===== config.mk =====
export PLATFORM = sky130hd
export DESIGN_NAME = ldpc_decode_ctrl
export DESIGN_NICKNAME = d
export VERILOG_FILES = /design/src/rtl/ldpc_ctrl_pkg.sv /design/src/rtl/ldpc_check_timer.sv /design/src/rtl/ldpc_decode_ctrl.sv
export SDC_FILE = /design/constraint.sdc
export NUM_CORES = 1
export LEC_CHECK = 0
export ABC_AREA = 1
export CORE_MARGIN = 2
export CORE_UTILIZATION = 40
export CTS_BUF_LIST = sky130_fd_sc_hd__clkbuf_8
export CTS_CLUSTER_DIAMETER = 200
export DETAILED_ROUTE_END_ITERATION = 8
export PLACE_DENSITY_LB_ADDON = 0.3
export SLEW_MARGIN = 20
export SYNTH_ARGS = -nofsm -noshare
export SYNTH_HDL_FRONTEND = slang
export SYNTH_HIERARCHICAL = 1
export SYNTH_SLANG_ARGS = --single-unit

===== constraint.sdc =====
create_clock -name CLK -period 2.3 [get_ports CLK]
set_clock_uncertainty 0.1 [all_clocks]
set_input_delay 0.46 -clock CLK [delete_from_list [all_inputs] [get_ports CLK]]
set_output_delay 0.46 -clock CLK [all_outputs]
set_load 0.01 [all_outputs]

===== src/rtl/ldpc_ctrl_pkg.sv =====
// ldpc_ctrl_pkg: shared definitions for the stochastic LDPC decode sequencer.
// Holds the controller state encoding and the default schedule constants that
// the counter-bank and syndrome blocks size themselves against.
package ldpc_ctrl_pkg;

  typedef enum logic [2:0] {
    IDLE   = 3'd0,
    CLEAR  = 3'd1,
    WARM   = 3'd2,
    RUN    = 3'd3,
    FINISH = 3'd4
  } state_e;

  localparam int DEF_NBITS     = 16;
  localparam int DEF_CWIDTH    = 10;
  localparam int DEF_WARMUP    = 4;
  localparam int DEF_CHECK_INT = 4;
  localparam int DEF_MAXCYC    = 20;

endpackage


===== src/rtl/ldpc_check_timer.sv =====
// ldpc_check_timer: decode-cycle counter (cyc) and syndrome-check interval
// counter (ic) for one decode.
//   clk_i, init_i      : clock, synchronous active-high reset
//   clr_i              : zero both counters (CLEAR state)
//   cyc_en_i           : advance cyc (WARM and RUN)
//   ic_en_i            : advance ic, wrapping at CHECK_INT-1 (RUN only)
//   cyc_o              : current enabled-cycle index
//   at_warm_end_o      : cyc is the last warm-up cycle
//   at_check_o         : ic is at a check point
//   at_max_o           : cyc is the last allowed cycle
module ldpc_check_timer
  import ldpc_ctrl_pkg::*;
#(
  parameter int CWIDTH    = DEF_CWIDTH,
  parameter int WARMUP    = DEF_WARMUP,
  parameter int CHECK_INT = DEF_CHECK_INT,
  parameter int MAXCYC    = DEF_MAXCYC
) (
  input  logic              clk_i,
  input  logic              init_i,
  input  logic              clr_i,
  input  logic              cyc_en_i,
  input  logic              ic_en_i,
  output logic [CWIDTH-1:0] cyc_o,
  output logic              at_warm_end_o,
  output logic              at_check_o,
  output logic              at_max_o
);

  localparam int IW = (CHECK_INT > 1) ? $clog2(CHECK_INT) : 1;

  // WARMUP=0 never visits WARM, so its compare value is irrelevant there.
  localparam logic [CWIDTH-1:0] WARM_LAST = CWIDTH'((WARMUP > 0) ? WARMUP - 1 : 0);
  localparam logic [CWIDTH-1:0] MAX_LAST  = CWIDTH'(MAXCYC - 1);
  localparam logic [IW-1:0]     IC_LAST   = IW'(CHECK_INT - 1);

  logic [CWIDTH-1:0] cyc_q;
  logic [IW-1:0]     ic_q;

  always_ff @(posedge clk_i) begin
    if (init_i || clr_i) begin
      cyc_q <= '0;
      ic_q  <= '0;
    end else begin
      if (cyc_en_i) cyc_q <= cyc_q + CWIDTH'(1);
      if (ic_en_i)  ic_q  <= (ic_q == IC_LAST) ? '0 : ic_q + IW'(1);
    end
  end

  assign cyc_o         = cyc_q;
  assign at_warm_end_o = (WARMUP > 0) && (cyc_q == WARM_LAST);
  assign at_check_o    = (ic_q == IC_LAST);
  assign at_max_o      = (cyc_q == MAX_LAST);

endmodule


===== src/rtl/ldpc_decode_ctrl.sv =====
// ldpc_decode_ctrl: sequencer for one stochastic LDPC decode.
// Clears the counter bank, runs a warm-up, then polls SYND_OK every CHECK_INT
// enabled cycles until convergence or MAXCYC, latching the hard decisions.
//   CLK, INIT : clock, synchronous active-high reset
//   START     : decode request (honoured only in IDLE)
//   SYND_OK   : parity satisfied by DEC_IN this cycle
//   DEC_IN    : sign bits from counter bank
//   CNT_CLR   : counter-bank clear (one cycle)
//   CNT_EN    : counter-bank / stochastic stream enable
//   BUSY/DONE : handshake to the codeword buffer
//   CONVERGED, DEC_OUT, CYCLES : results of the last completed decode
module ldpc_decode_ctrl
  import ldpc_ctrl_pkg::*;
#(
  parameter int NBITS     = DEF_NBITS,
  parameter int CWIDTH    = DEF_CWIDTH,
  parameter int WARMUP    = DEF_WARMUP,
  parameter int CHECK_INT = DEF_CHECK_INT,
  parameter int MAXCYC    = DEF_MAXCYC
) (
  input  logic              CLK,
  input  logic              INIT,
  input  logic              START,
  input  logic              SYND_OK,
  input  logic [NBITS-1:0]  DEC_IN,
  output logic              CNT_CLR,
  output logic              CNT_EN,
  output logic              BUSY,
  output logic              DONE,
  output logic              CONVERGED,
  output logic [NBITS-1:0]  DEC_OUT,
  output logic [CWIDTH-1:0] CYCLES
);

  state_e            state_q, state_d;
  logic              cnt_clr_q, cnt_en_q, busy_q, done_q, conv_q;
  logic [NBITS-1:0]  dec_q;
  logic [CWIDTH-1:0] cycles_q;

  logic [CWIDTH-1:0] cyc;
  logic              at_warm_end, at_check, at_max;
  logic              leave_run, conv_hit;

  ldpc_check_timer #(
    .CWIDTH(CWIDTH), .WARMUP(WARMUP), .CHECK_INT(CHECK_INT), .MAXCYC(MAXCYC)
  ) u_timer (
    .clk_i         (CLK),
    .init_i        (INIT),
    .clr_i         (state_q == CLEAR),
    .cyc_en_i      ((state_q == WARM) || (state_q == RUN)),
    .ic_en_i       (state_q == RUN),
    .cyc_o         (cyc),
    .at_warm_end_o (at_warm_end),
    .at_check_o    (at_check),
    .at_max_o      (at_max)
  );

  always_comb begin
    state_d   = state_q;
    leave_run = 1'b0;
    conv_hit  = 1'b0;
    unique case (state_q)
      IDLE:   if (START) state_d = CLEAR;
      CLEAR:  state_d = (WARMUP == 0) ? RUN : WARM;
      WARM:   if (at_warm_end) state_d = RUN;
      RUN: begin
        // A passing check on the last allowed cycle still counts as converged.
        if (at_check && SYND_OK) begin
          leave_run = 1'b1;
          conv_hit  = 1'b1;
        end else if (at_max) begin
          leave_run = 1'b1;
        end
        if (leave_run) state_d = FINISH;
      end
      FINISH: state_d = IDLE;
      default: state_d = IDLE;
    endcase
  end

  // Handshake outputs are registered from the next state so they line up
  // with state_q in the cycle they describe.
  always_ff @(posedge CLK) begin
    if (INIT) begin
      state_q   <= IDLE;
      cnt_clr_q <= 1'b0;
      cnt_en_q  <= 1'b0;
      busy_q    <= 1'b0;
      done_q    <= 1'b0;
      conv_q    <= 1'b0;
      dec_q     <= '0;
      cycles_q  <= '0;
    end else begin
      state_q   <= state_d;
      cnt_clr_q <= (state_d == CLEAR);
      cnt_en_q  <= (state_d == WARM) || (state_d == RUN);
      busy_q    <= (state_d != IDLE);
      done_q    <= (state_d == FINISH);
      if (leave_run) begin
        conv_q   <= conv_hit;
        dec_q    <= DEC_IN;
        cycles_q <= cyc + CWIDTH'(1);
      end
    end
  end

  assign CNT_CLR   = cnt_clr_q;
  assign CNT_EN    = cnt_en_q;
  assign BUSY      = busy_q;
  assign DONE      = done_q;
  assign CONVERGED = conv_q;
  assign DEC_OUT   = dec_q;
  assign CYCLES    = cycles_q;

endmodule

### Congestion heat map, run 1

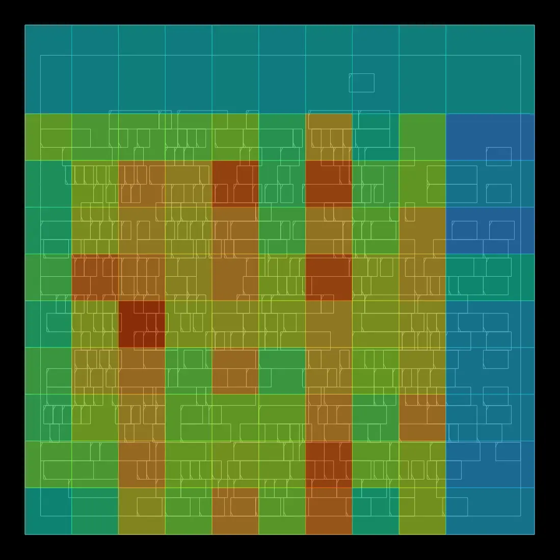
overall global routing resource usage: 17.0%
met1 routing resource usage after global routing: 21.5%

### A small window of the routed layout, run 1

Scale bar: 5 µm. Window x 46 to 66, y 46 to 66 µm. Cells in gray, sequential cells in the stronger gray; small squares are vias.
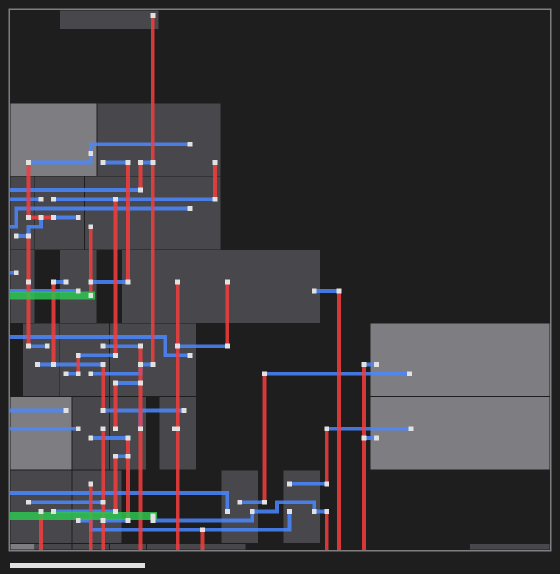
layer	color
M3	green
M1	blue
M2	red
most frequent	nand2_1 (4)
sequential cells in the window	2
cells with their middle in the window	19
netlist names of flops here include	`CNT_CLR` (1), `CNT_EN` (1)

==> out/metrics.sh, run 1 <==
PWR-SHARE-CLK_PCT=33.6
YS_WARN_COUNT=6
LARGEST_CELL_CLASS='combinational gates'
SEQUENTIAL_CELL_AREA_UM2=921
FLOORPLAN.CORE_AREA_UM2=4820
CLOCKBUFFERDEPTH=2
H-TREE-DEPTH=2
WORSTPATHCELLLIST='nor2_1, nand3_1, nor3_1, a21oi_2, nor2_8, buf_4, nor2_1, nor2_2, nand2_1, inv_1'
HOLD_PATH.CLASS='reg -> reg'
MULTI_INPUT_COMB_CELLS=198
REG2REG_SETUP_SLACK_PS=380
GRT_ANTENNA_BEFORE_REPAIR=0
WORST_SETUP_PATH_END_KIND='flop'
POST-DP-HPWL_MM=3.24
TOTALWIRELENGTH_MM=4.49
FINALINSTANCEAREA_UM2=2690
NNONCLKBUFFERS=57
TIMING.CRITICAL_PATH.MODE_CELL='nor2_1'
GRT_SETUP_UNREPAIRED='false'
RUN_STATUS='completed'
FIN_NETS=362
PWR_DENSITY_CELL_nW_PER_UM2=518
TIMING.FINAL.WS_SETUP_PS=384
YS_CELLS=283
CP-START-KIND='flop'
TIMING.CRITICAL_PATH.ARRIVAL_PS=2060
SYNTH_TOP_AREA_SHARE_PCT=45.4
SYNTH_CELL_TYPES=27
VIAS=1936
ROUTEDLENGTHMET1_MM=2.18
### Met1 routing, run 1

Scale bar: 20 µm. Cells faint in the background.
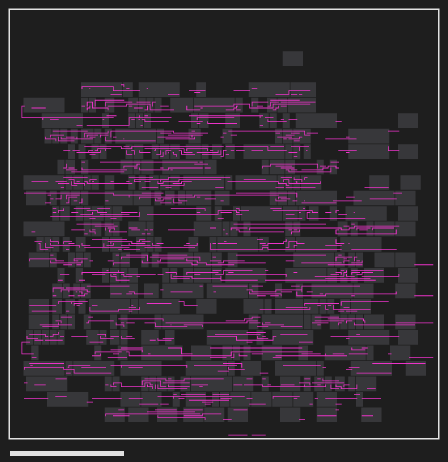
nets with wire on the layer	331
longest straight run	19.3 µm
main direction	horizontal
wire length on this layer	2180 µm

-- run 1: sequential cells by signal, indices dropped and copies added (netlist names) --
signal and flops:
DEC_OUT 16, CYCLES 10, u_timer/cyc_o 10, state_q 3, u_timer/ic_q 2, BUSY 1, CNT_CLR 1, CNT_EN 1
CONVERGED 1, DONE 1
-- run 1: worst register-to-register path, cell delays in order, from the launching register on --
cell     delay, ps
dfxtp_1        400
nor2_1         180
nand3_1        110
nor3_1         230
a21oi_2        110
nor2_8         230
buf_4          250
nor2_1          70
nor2_2          70
nand2_1         60
inv_1           50
-- run 1: worst min-delay path by stage --
stage,start,endpoint,slack [ps]
4_1_cts,u_timer/ic_q[1],u_timer/ic_q[1],380
5_1_grt,u_timer/ic_q[1],u_timer/ic_q[1],410
2_1_floorplan,u_timer/ic_q[1],u_timer/ic_q[1],340
3_5_place_dp,u_timer/ic_q[1],u_timer/ic_q[1],370
6_report,u_timer/ic_q[1],u_timer/ic_q[1],380
3_3_place_gp,u_timer/ic_q[1],u_timer/ic_q[1],350
-- run 1: cell usage after synthesis, drive strengths merged --
| cell type | instances |
|---|---|
| clkbuf | 2 |
| xnor2 | 2 |
| xor2 | 1 |
| o21ai | 24 |
| nand2 | 46 |
| nand3 | 21 |
| dfxtp | 46 |
| inv | 31 |
| nand4 | 2 |
| nor3b | 1 |
| o211ai | 1 |
| buf | 6 |
| nor2 | 76 |
| a21oi | 14 |
| or2 | 1 |
| nor3 | 6 |
| ha | 3 |
-- run 1: per-layer routing --
metal / vias up / global-route usage (%)
met4: 0 / 6.43
li1: 1004 / -
met1: 880 / 21.5
met3: 8 / 3.88
met5: - / 0
met2: 44 / 28.3
==> run 1 -> run 2 <==
==> constraint.sdc (replaced) <==
create_clock -name CLK -period 1.9 [get_ports CLK]
set_clock_uncertainty 0.1 [all_clocks]
set_input_delay 0.38 -clock CLK [delete_from_list [all_inputs] [get_ports CLK]]
set_output_delay 0.38 -clock CLK [all_outputs]
set_load 0.01 [all_outputs]
### Congestion heat map, run 2

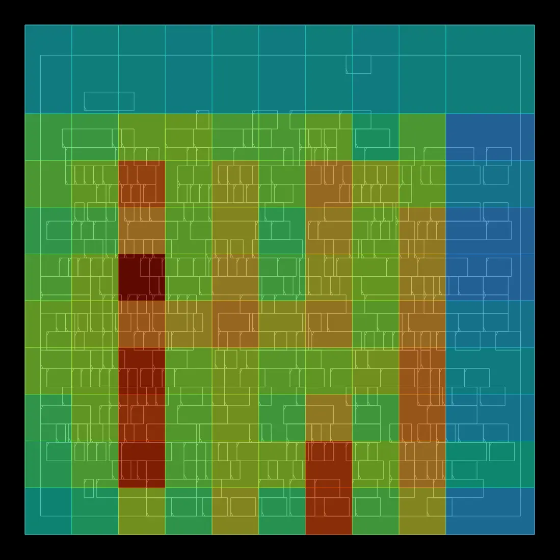
overall global routing resource usage: 17.0%
global routing met2 resource utilization: 28.8%
met3 global-route usage: 3.75%
GRT busiest layer: met2
per-cell routed wire length: 11.0 µm

==> run 2 against run 1 <==
Flip-flop count is the same; combinational power grew 22%; worst hold slack lost 7.3 ps; synthesized area is the same; cell count grew 1.2%; synthesized cell count is the same; power grew 25%; cell area grew 2.2%; non-clock buffer count grew 4; highest routed layer unchanged.
==> out/metrics.sh, run 2 <==
YS_CELLS=283  # unchanged
LARGEST_REGISTER_FF_COUNT=16  # unchanged
GRT_SETUP_UNREPAIRED='false'  # unchanged
RUN_STATUS='completed'  # unchanged
CTS_TREE='built'  # unchanged
CLOCKBUFFERDEPTH=2  # unchanged
SYNTH_TOP_AREA_SHARE_PCT=45.4  # unchanged
FIN_NETS=366  # was 362
PWR-SHARE-CLK_PCT=35.5  # was 33.6%
HOLD_PATH.CLASS='reg -> reg'  # unchanged
POST-DP-HPWL_MM=3.20  # was 3.24 mm
EDF_COUNT=0  # unchanged
MOST_INSTANTIATED_CELLS_AFTER_SYNTHESIS='71 x nor2_1, 46 x dfxtp_1, 43 x nand2_1'  # unchanged
YS.FLOP_TYPE='dfxtp_1'  # unchanged
PWR_DENSITY_CELL_nW_PER_UM2=631  # was 518 nW/µm²
SYNTH_CELL_TYPES=27  # unchanged
ASYNC_RESET_FF_SHARE_PCT=0  # unchanged
ROUTEDLENGTHMET1_MM=2.17  # was 2.18 mm
WORSTPATHCELLLIST='clkdlybuf4s50_1'  # was nor2_1, nand3_1, nor3_1, a21oi_2, nor2_8, buf_4, nor2_1, nor2_2, nand2_1, inv_1
FLOORPLAN.CORE_AREA_UM2=4820  # unchanged
YOSYSMOSTFREQUENTCELL='nor2_1'  # unchanged
GRT_ANTENNA_BEFORE_REPAIR=0  # unchanged
TIMING.CRITICAL_PATH.ARRIVAL_PS=1210  # was 2060 ps
### Wiring by layer, run 2

Scale bar: 20 µm. Only two layers are drawn.
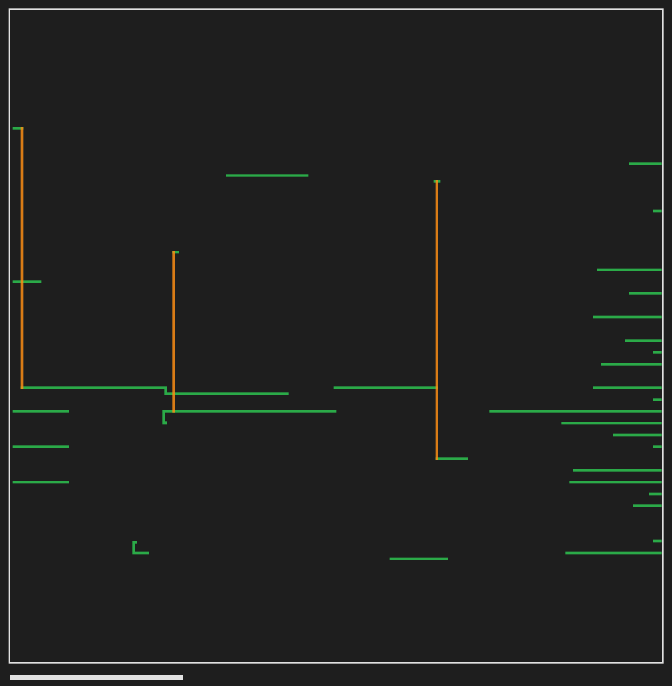
layer	color	wire length
M4	orange	80.2 µm
M3	green	224 µm
total detailed-routing wirelength: 4.50 mm
via count: 1873

## run 2: layout make-up
| class | instances | area [µm²] | area share (%) |
|---|---|---|---|
| Timing Repair Buffer | 61 | 596 | 21.7 |
| Inverter | 31 | 116 | 4.23 |
| Clock buffer | 6 | 82.6 | 3.01 |
| Multi-Input combinational cell | 198 | 940 | 34.2 |
| Sequential cell | 46 | 921 | 33.5 |
| Clock inverter | 2 | 8.76 | 0.319 |
| Tap cell | 67 | 83.8 | 3.05 |
## run 2: tightest hold or removal path: cells and delay by family (launching register included)
family | cells | cell delay [ps]
flip-flops | 1 | 320
AND/OR/NAND/NOR | 1 | 60
AND-OR/OR-AND | 1 | 50
## run 2: final timing paths
path	startpoint	end	slack, ps	depth (start not counted)
setup / recovery	CONVERGED	CONVERGED	210	1
hold / removal	u_timer/ic_q[1]	u_timer/ic_q[1]	370	2
hold reg to reg	u_timer/ic_q[1]	u_timer/ic_q[1]	370	2
setup reg to reg	u_timer/cyc_o[0]	CYCLES[6]	220	10
## run 2: cells by family after synthesis
family,count (synthesis),synth area share (%)
AND/OR/NAND/NOR,153,32.8
buffers and inverters,39,8.46
AND-OR/OR-AND,39,10.1
flip-flops,46,45.4
XOR/XNOR,3,1.30
adder cells (fa/ha/maj),3,1.85
## run 2: repair_timing
item | 4_1_cts | 5_1_grt
gates resized | 0 | 1
endpoints found under the setup margin | 0 | 2
setup buffers | 0 | 0
## run 2: through the flow
stage	util, %	cells	setup WS [ps]
4_1_cts	56.9	411	183
6_report	57.0	411	209
3_5_place_dp	55.0	403	46.7
3_3_place_gp	55.0	403	93.0
5_1_grt	57.0	411	72.5
2_1_floorplan	-	283	253
==> run 2 -> run 3 <==
==> constraint.sdc (replaced) <==
create_clock -name CLK -period 1.9 [get_ports CLK]
set_clock_uncertainty 0.1 [all_clocks]
set_input_delay 0.285 -clock CLK [delete_from_list [all_inputs] [get_ports CLK]]
set_output_delay 0.285 -clock CLK [all_outputs]
set_load 0.01 [all_outputs]
### A small window of the routed layout, run 3

Scale bar: 5 µm. Window x 46 to 66, y 46 to 66 µm. Cells in gray, sequential cells in the stronger gray; small squares are vias.
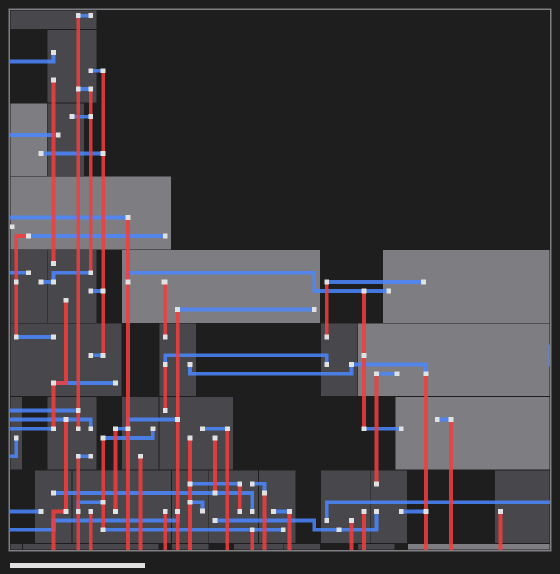
layer	color
M1	blue
M2	red
cells with their middle in the window	23
most frequent	dfxtp_1 (5), nand2_1 (4)
sequential cells in the window	5

==> run 3 against run 2 <==
Worst setup slack gained 49 ps; clock-buffer cell count is 1 lower; synthesized area unchanged; clock power decreased by 4.1%; core utilization is 0.13 points lower; first-iteration DRC count is 51% lower; synthesized cell count is the same; global-route usage increased by 0.53 points; critical path type is now reg -> reg; critical path depth grew 8.
==> out/metrics.sh, run 3 <==
RUN_STATUS='completed'  # unchanged
TIMING.CRITICAL_PATH.ARRIVAL_PS=1740  # was 1210 ps
N_CLOCK_BUFFER=5  # was 6
NNONCLKBUFFERS=61  # unchanged
HOLD_PATH_STARTPOINT='u_timer/ic_q[1]'  # unchanged
YS_WARN_COUNT=6  # unchanged
POSTCTSSETUPBUFFERS=0  # unchanged
WORST_SETUP_PATH_END_KIND='flop'  # was output port
SYNTH_CELL_TYPES=27  # unchanged
ASYNC_RESET_FF_SHARE_PCT=0  # unchanged
CTS_RESIZED=0  # unchanged
REG2REG_SETUP_SLACK_PS=260  # was 220 ps
YOSYSMOSTFREQUENTCELL='nor2_1'  # unchanged
MULTI_INPUT_COMB_CELLS=198  # unchanged
LARGEST_REGISTER_FF_COUNT=16  # unchanged
MOST_INSTANTIATED_CELLS_AFTER_SYNTHESIS='71 x nor2_1, 46 x dfxtp_1, 43 x nand2_1'  # unchanged
TOTALWIRELENGTH_MM=4.54  # was 4.50 mm
NUMSEQUENTIALCELLS=46  # unchanged
FIN_CELLS=411  # unchanged
WORST-R2R-CELL-COUNT=9  # was 10
FIN_NETS=366  # unchanged
PLACED_CELLS_INCL_TAPS=403  # unchanged
H-TREE-DEPTH=2  # unchanged
VIAS=1884  # was 1873
GRT_SETUP_UNREPAIRED='false'  # unchanged
CP-START-KIND='flop'  # unchanged
CLOCKBUFFERDEPTH=2  # unchanged
SYNTH_TOP_AREA_SHARE_PCT=45.4  # unchanged
LAYOUT.CLOCK.CELL_AREA_SHARE_PCT=3.29  # was 3.32%
EDF_COUNT=0  # unchanged
R2R-END='CYCLES[6]'  # unchanged
TIMING.CRITICAL_PATH.MODE_CELL='nand3_1'
LOGIC_AREA_UM2=935  # was 940 µm²
SIGNAL_BUF_OVERHEAD_PCT=21.7  # about the same
NNONCLKINVERTERS=31  # unchanged
SEQUENTIAL_CELL_AREA_UM2=921  # unchanged
SH_COMB_AREA_PCT=34.1  # was 34.2%
YS.FLOP_TYPE='dfxtp_1'  # unchanged
WORSTPATHCELLLIST='ha_1, nand3_1, nor3_1, a21oi_2, nor2_8, buf_12, nand3_1, nand2_1, inv_1'  # was clkdlybuf4s50_1
WORST_HOLD_PATH.ENDPOINT='u_timer/ic_q[1]'  # unchanged
YS_CELLS=283  # unchanged
MIN_PATH_CELLS=2  # unchanged
WIRE_PER_INST_UM=11.0  # about the same
LARGEST_CELL_CLASS='combinational gates'  # unchanged
GRT_ANTENNA_BEFORE_REPAIR=0  # unchanged
GRT_UTIL_ALL_LAYERS_PCT=17.5  # was 17.0%
POST-DP-HPWL_MM=3.30  # was 3.20 mm
R2R-START='u_timer/cyc_o[0]'  # unchanged
### Wiring by layer, run 3

Scale bar: 20 µm. Only two layers are drawn.
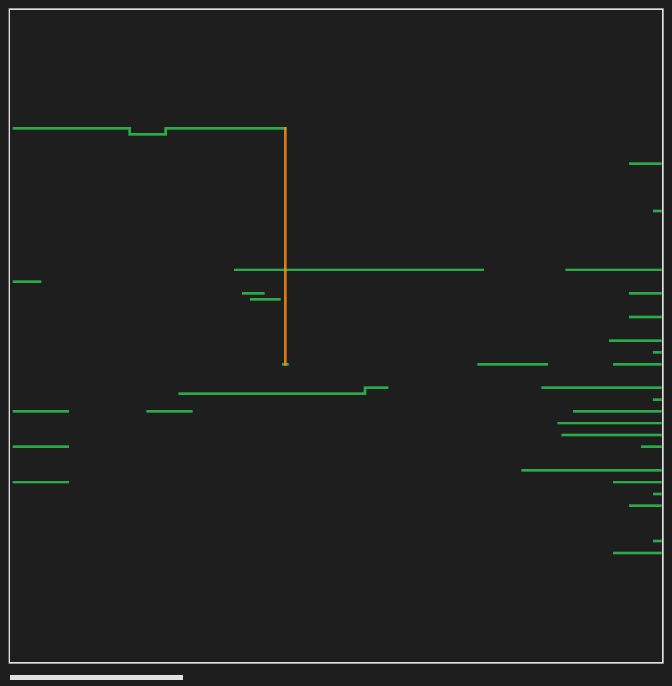
layer	color	wire length
M3	green	240 µm
M4	orange	27.2 µm

## run 3: worst max path at each step
stage,startpoint,end,slack [ps],depth (start not counted)
6_report,u_timer/cyc_o[0],CYCLES[6],260,9
5_1_grt,u_timer/cyc_o[9],CYCLES[5],70,10
4_1_cts,u_timer/cyc_o[0],CYCLES[6],250,9
3_5_place_dp,SYND_OK,CONVERGED,160,6
3_3_place_gp,SYND_OK,CONVERGED,180,6
2_1_floorplan,u_timer/cyc_o[0],CYCLES[1],250,9
## run 3: cells by family (layout without fill, tap and decap cells)
| logic type | count (synthesis) | after routing | synth area share, % |
|---|---|---|---|
| adders and majority gates | 3 | 3 | 1.85 |
| and+or+nand+nor | 153 | 153 | 32.8 |
| AOI/OAI and AO/OA | 39 | 39 | 10.1 |
| xor gates and xnor gates | 3 | 3 | 1.30 |
| DFF | 46 | 46 | 45.4 |
| buffers and inverters | 39 | 100 | 8.46 |
## run 3: power by group
| part | internal [W] | total [W] | switching (W) |
|---|---|---|---|
| registers | 0.000977 | 0.000986 | 0.00000877 |
| clock network | 0.000259 | 0.000591 | 0.000332 |
| logic | 0.0000716 | 0.000134 | 0.0000624 |
## run 3: metrics by stage
stage	setup slack [ps]	power, W	utilization [%]
global route	71.0	0.00178	56.9
finish	257	0.00171	56.9
global placement	183	0.00114	55.0
detailed placement	163	0.00114	55.0
floorplan	253	0.00107	-
CTS	254	0.00174	56.9
## run 3: worst reg2reg max path, delay by kind of cell (launching register included)
kind / cells / cell delay, ps
compound gates: 1 / 100
fa+ha+maj: 1 / 180
buf+inv: 2 / 230
simple gates: 5 / 600
flops: 1 / 340
## run 3: routing by layer
layer	global-route usage, %	share of wire [%]	up-vias
met2	29.9	47	38
met5	0	0	-
met4	4.87	0.59	0
li1	-	-	1014
met1	22.6	47	830
met3	3.48	5.3	2
Power and IR drop assume default switching activity.
